## src/rtl/pipe_pkg.sv

```systemverilog
// Shared pipeline package: stage payload structs and their bubble encodings.
package pipe_pkg;

    localparam int unsigned XLEN  = 32;
    localparam int unsigned REG_W = 5;
    localparam int unsigned OCC_W = 2;
    localparam int unsigned INC_W = 2;

    // addi x0, x0, 0
    localparam logic [31:0] NOP_INSTR = 32'h0000_0013;

    typedef struct packed {
        logic [XLEN-1:0]  pc;
        logic [31:0]      instr;
    } if_id_t;

    typedef struct packed {
        logic [XLEN-1:0]  pc;
        logic [XLEN-1:0]  rs1_val;
        logic [XLEN-1:0]  rs2_val;
        logic [XLEN-1:0]  imm;
        logic [REG_W-1:0] rd;
        logic [3:0]       alu_op;
        logic             reg_we;
        logic             mem_re;
        logic             mem_we;
    } id_ex_t;

    typedef struct packed {
        logic [XLEN-1:0]  alu_res;
        logic [XLEN-1:0]  store_data;
        logic [REG_W-1:0] rd;
        logic             reg_we;
        logic             mem_re;
        logic             mem_we;
    } ex_mem_t;

    typedef struct packed {
        logic [XLEN-1:0]  wb_data;
        logic [REG_W-1:0] rd;
        logic             reg_we;
    } mem_wb_t;

    // Bubbles: no architectural side effect (all write/mem enables low).
    localparam if_id_t  IF_ID_BUBBLE  = '{pc: '0, instr: NOP_INSTR};
    localparam id_ex_t  ID_EX_BUBBLE  = '0;
    localparam ex_mem_t EX_MEM_BUBBLE = '0;
    localparam mem_wb_t MEM_WB_BUBBLE = '0;

endpackage

```

## src/rtl/pipe_stage_reg_sat_counter.sv

```systemverilog
// Saturating up-counter with increment 0..2 and synchronous active-low clear.
module sat_counter
    import pipe_pkg::*;
#(
    parameter int unsigned W = 16
) (
    input  logic             clk,
    input  logic             rst_n,
    input  logic [INC_W-1:0] inc,
    output logic [W-1:0]     count
);

    localparam int unsigned SUM_W = W + 1;

    logic [SUM_W-1:0] sum;
    logic [W-1:0]     count_nxt;

    // Carry out of the widened sum means the counter would wrap: clamp instead.
    always_comb begin
        sum       = {1'b0, count} + SUM_W'(inc);
        count_nxt = sum[W] ? '1 : sum[W-1:0];
    end

    // Count register.
    always_ff @(posedge clk) begin
        if (!rst_n) begin
            count <= '0;
        end else begin
            count <= count_nxt;
        end
    end

endmodule

```

## src/rtl/pipe_stage_reg.sv

```systemverilog
// Generic pipeline stage register: valid/ready handshake, flush, optional skid entry,
// and a saturating count of held beats killed by flush.
module pipe_stage_reg
    import pipe_pkg::*;
#(
    parameter int unsigned      WIDTH  = 64,
    parameter bit               SKID   = 1'b1,
    parameter logic [WIDTH-1:0] BUBBLE = '0,
    parameter int unsigned      CNT_W  = 16
) (
    input  logic             clk,
    input  logic             rst_n,
    input  logic             flush,
    input  logic             in_valid,
    output logic             in_ready,
    input  logic [WIDTH-1:0] in_data,
    output logic             out_valid,
    input  logic             out_ready,
    output logic [WIDTH-1:0] out_data,
    output logic [OCC_W-1:0] occupancy,
    output logic [CNT_W-1:0] kill_cnt
);

    logic             m_valid;
    logic             m_valid_nxt;
    logic [WIDTH-1:0] m_data;
    logic [WIDTH-1:0] m_data_nxt;
    logic             s_valid;
    logic             in_fire;
    logic             out_fire;
    logic [INC_W-1:0] kill_inc;

    // Flush masks the presented beat in the same cycle.
    assign out_valid = m_valid && !flush;
    assign out_data  = out_valid ? m_data : BUBBLE;
    assign in_fire   = in_valid && in_ready;
    assign out_fire  = out_valid && out_ready;
    assign occupancy = OCC_W'(m_valid) + OCC_W'(s_valid);
    assign kill_inc  = flush ? INC_W'(occupancy) : '0;

    if (SKID) begin : g_skid
        logic             s_valid_nxt;
        logic [WIDTH-1:0] s_data;
        logic [WIDTH-1:0] s_data_nxt;

        // Registered ready: accept whenever the skid slot is free.
        assign in_ready = rst_n && !s_valid;

        // Two-entry FIFO next state; skid always drains into main first to keep order.
        always_comb begin
            m_valid_nxt = m_valid;
            m_data_nxt  = m_data;
            s_valid_nxt = s_valid;
            s_data_nxt  = s_data;
            if (flush) begin
                m_valid_nxt = 1'b0;
                m_data_nxt  = BUBBLE;
                s_valid_nxt = 1'b0;
                s_data_nxt  = BUBBLE;
            end else if (!m_valid || out_fire) begin
                if (s_valid) begin
                    m_valid_nxt = 1'b1;
                    m_data_nxt  = s_data;
                end else if (in_fire) begin
                    m_valid_nxt = 1'b1;
                    m_data_nxt  = in_data;
                end else begin
                    m_valid_nxt = 1'b0;
                    m_data_nxt  = BUBBLE;
                end
                if (s_valid && in_fire) begin
                    s_valid_nxt = 1'b1;
                    s_data_nxt  = in_data;
                end else begin
                    s_valid_nxt = 1'b0;
                    s_data_nxt  = BUBBLE;
                end
            end else if (in_fire) begin
                s_valid_nxt = 1'b1;
                s_data_nxt  = in_data;
            end
        end

        // Skid entry register.
        always_ff @(posedge clk) begin
            if (!rst_n) begin
                s_valid <= 1'b0;
                s_data  <= BUBBLE;
            end else begin
                s_valid <= s_valid_nxt;
                s_data  <= s_data_nxt;
            end
        end
    end else begin : g_single
        // Combinational ready: accept when empty or when the held beat leaves now.
        assign in_ready = rst_n && (!m_valid || out_ready);
        assign s_valid  = 1'b0;

        // Single-entry next state; a new beat replaces a departing one.
        always_comb begin
            m_valid_nxt = m_valid;
            m_data_nxt  = m_data;
            if (flush) begin
                m_valid_nxt = 1'b0;
                m_data_nxt  = BUBBLE;
            end else if (in_fire) begin
                m_valid_nxt = 1'b1;
                m_data_nxt  = in_data;
            end else if (out_fire) begin
                m_valid_nxt = 1'b0;
                m_data_nxt  = BUBBLE;
            end
        end
    end

    // Main entry register.
    always_ff @(posedge clk) begin
        if (!rst_n) begin
            m_valid <= 1'b0;
            m_data  <= BUBBLE;
        end else begin
            m_valid <= m_valid_nxt;
            m_data  <= m_data_nxt;
        end
    end

    sat_counter #(
        .W (CNT_W)
    ) u_kill_cnt (
        .clk   (clk),
        .rst_n (rst_n),
        .inc   (kill_inc),
        .count (kill_cnt)
    );

endmodule

```

## config.mk

```make
export PLATFORM = sky130hd
export DESIGN_NAME = pipe_stage_reg
export DESIGN_NICKNAME = d
export VERILOG_FILES = /design/src/rtl/pipe_pkg.sv /design/src/rtl/pipe_stage_reg_sat_counter.sv /design/src/rtl/pipe_stage_reg.sv
export SDC_FILE = /design/constraint.sdc
export NUM_CORES = 1
export LEC_CHECK = 0
export ABC_AREA = 1
export CORE_MARGIN = 1
export CORE_UTILIZATION = 50
export CTS_CLUSTER_DIAMETER = 50
export DETAILED_ROUTE_END_ITERATION = 7
export PLACE_DENSITY = 0.92
export SKIP_LAST_GASP = 1
export SLEW_MARGIN = 20
export SYNTH_ARGS = -nofsm -noshare
export SYNTH_HDL_FRONTEND = slang
export SYNTH_SLANG_ARGS = --single-unit
```

## constraint.sdc

```tcl
create_clock -name clk -period 2.6 [get_ports clk]
set_clock_uncertainty 0.05 [all_clocks]
set_input_delay 0.52 -clock clk [delete_from_list [all_inputs] [get_ports clk]]
set_output_delay 0.52 -clock clk [all_outputs]
set_load 0.02 [all_outputs]
```

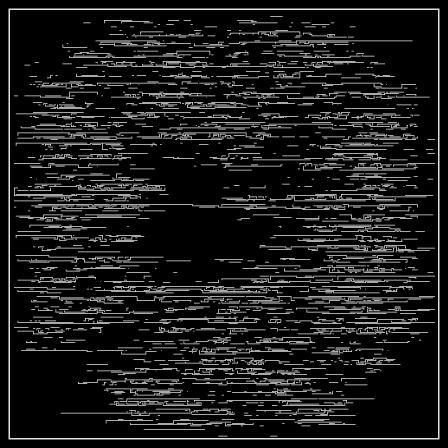
(met1 routing)
The layer carries 7200 um of wire. 969 nets have wire on it. The longest straight run is 30.8 um. The layer holds 45% of the routed length. The wires run mostly horizontal.
grt met1 use: 32.1%
final WL: 16100 um
DR vias: 5969

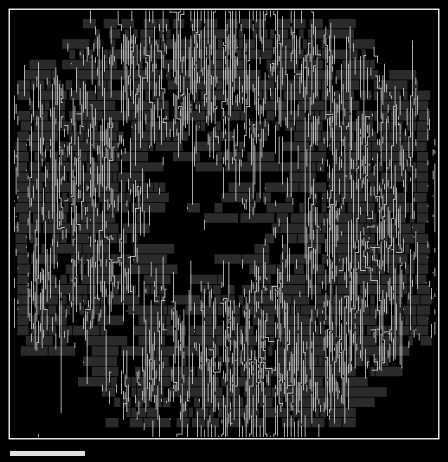
(M2 wires)
Bar = 20 um.
The wires run mostly vertical. The longest straight run is 42.8 um. 829 nets have wire on it. The layer holds 47% of the routed length.
grt met2 use: 40.2%

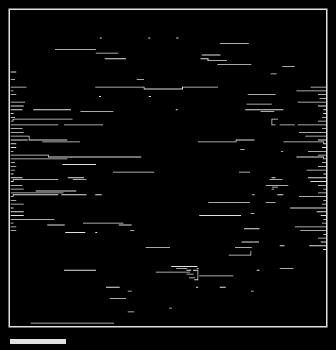
(met3 routing)
Bar = 20 um.
The wires run mostly horizontal. The layer holds 6.3% of the routed length. 129 nets have wire on it.
met3 Track Usage GR: 6.16%

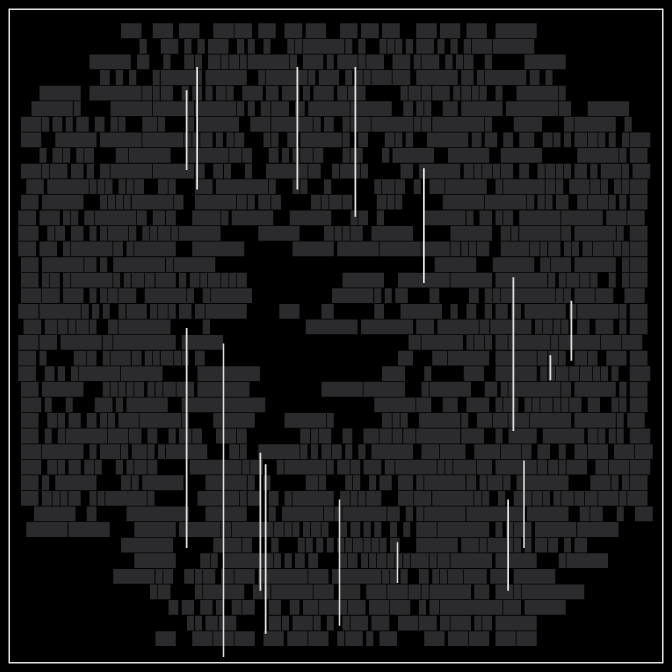
(met4 routing)
The wires run mostly vertical. The longest straight run is 54.4 um.

-- cell families after synthesis --
family / count (synthesis) / synth area share (%)
AND-OR/OR-AND: 210 / 18.3
adder cells (fa/ha/maj): 4 / 0.921
buffers and inverters: 146 / 11.7
AND/OR/NAND/NOR: 325 / 21.5
flip-flops: 146 / 46.8
XOR/XNOR: 6 / 0.841
-- sequential cells by signal (all words and copies together), names as in the netlist --
name              count
m_valid               1
u_kill_cnt.count     16
s_valid               1
m_data               64
g_skid.s_data        64
-- per-layer routing --
| metal | GRT usage [%] | vias to the layer above |
|---|---|---|
| met5 | 0 | - |
| met1 | 32.1 | 2712 |
| met4 | 12.1 | 0 |
| met3 | 6.16 | 35 |
| met2 | 40.2 | 228 |
| li1 | - | 2994 |
==> results.cfg <==
; flow metrics
[die]
core-area_um2 = 12100
ios = 153
num_tap_cells = 168
dieWidth_um = 114

[sta]
rsz0062_at_grt = yes
post-route-min-period_ns = 2.54
fmax_mhz = 394
finalSetupViolations = 0
hold-worst-slack_ns = 0.413

[power]
leakage_nw = 3.20
seqPwrFrac_pct = 42.3
p_switching_mw = 1.11
peakVddDrop_mv = 0.455
seq_power_mw = 2.29

[route]
firstDrtPassIters = 5
wl_met1_um = 7200
highest_layer = met4
met3_length_um = 1010
ant_nets = 0

[worst_setup_path]
r2r_end = u_kill_cnt.count[11]
worst_ep_required_time_ns = 2.03
worstReg2RegStart = m_valid
rr_worst_depth = 13
cp_num_buf_inv = 4
r2r_slack_ns = 0.16

[layout]
nonClkBufAreaFrac_pct = 20.5
flop-count = 146
comb_share_pct = 30.6
stdcell_count = 1159
antenna_cells = 0
comb_area_um2 = 2610
fin_nets = 1051
dominant_cells = registers

[yosys]
ff_type = dfxtp_1
syn_avg_cell_area_um2 = 7.46
yosysSeqAreaShare_pct = 46.8
top_cell_area_share_pct = 46.8

[clocking]
cts.sinks = 146
cts_setup_buffers = 0
cts_tree = done
cts_root_buf = clkbuf_16

[min_path]
min_path_cells = 2

[placed_design]
dp_hpwl_um = 10300

[run]
maxCapViolations = 0

[run_status]
status = finished clean

[global_routing]
antenna_found_initial = 0
grt_pass1_wl_um = 25800
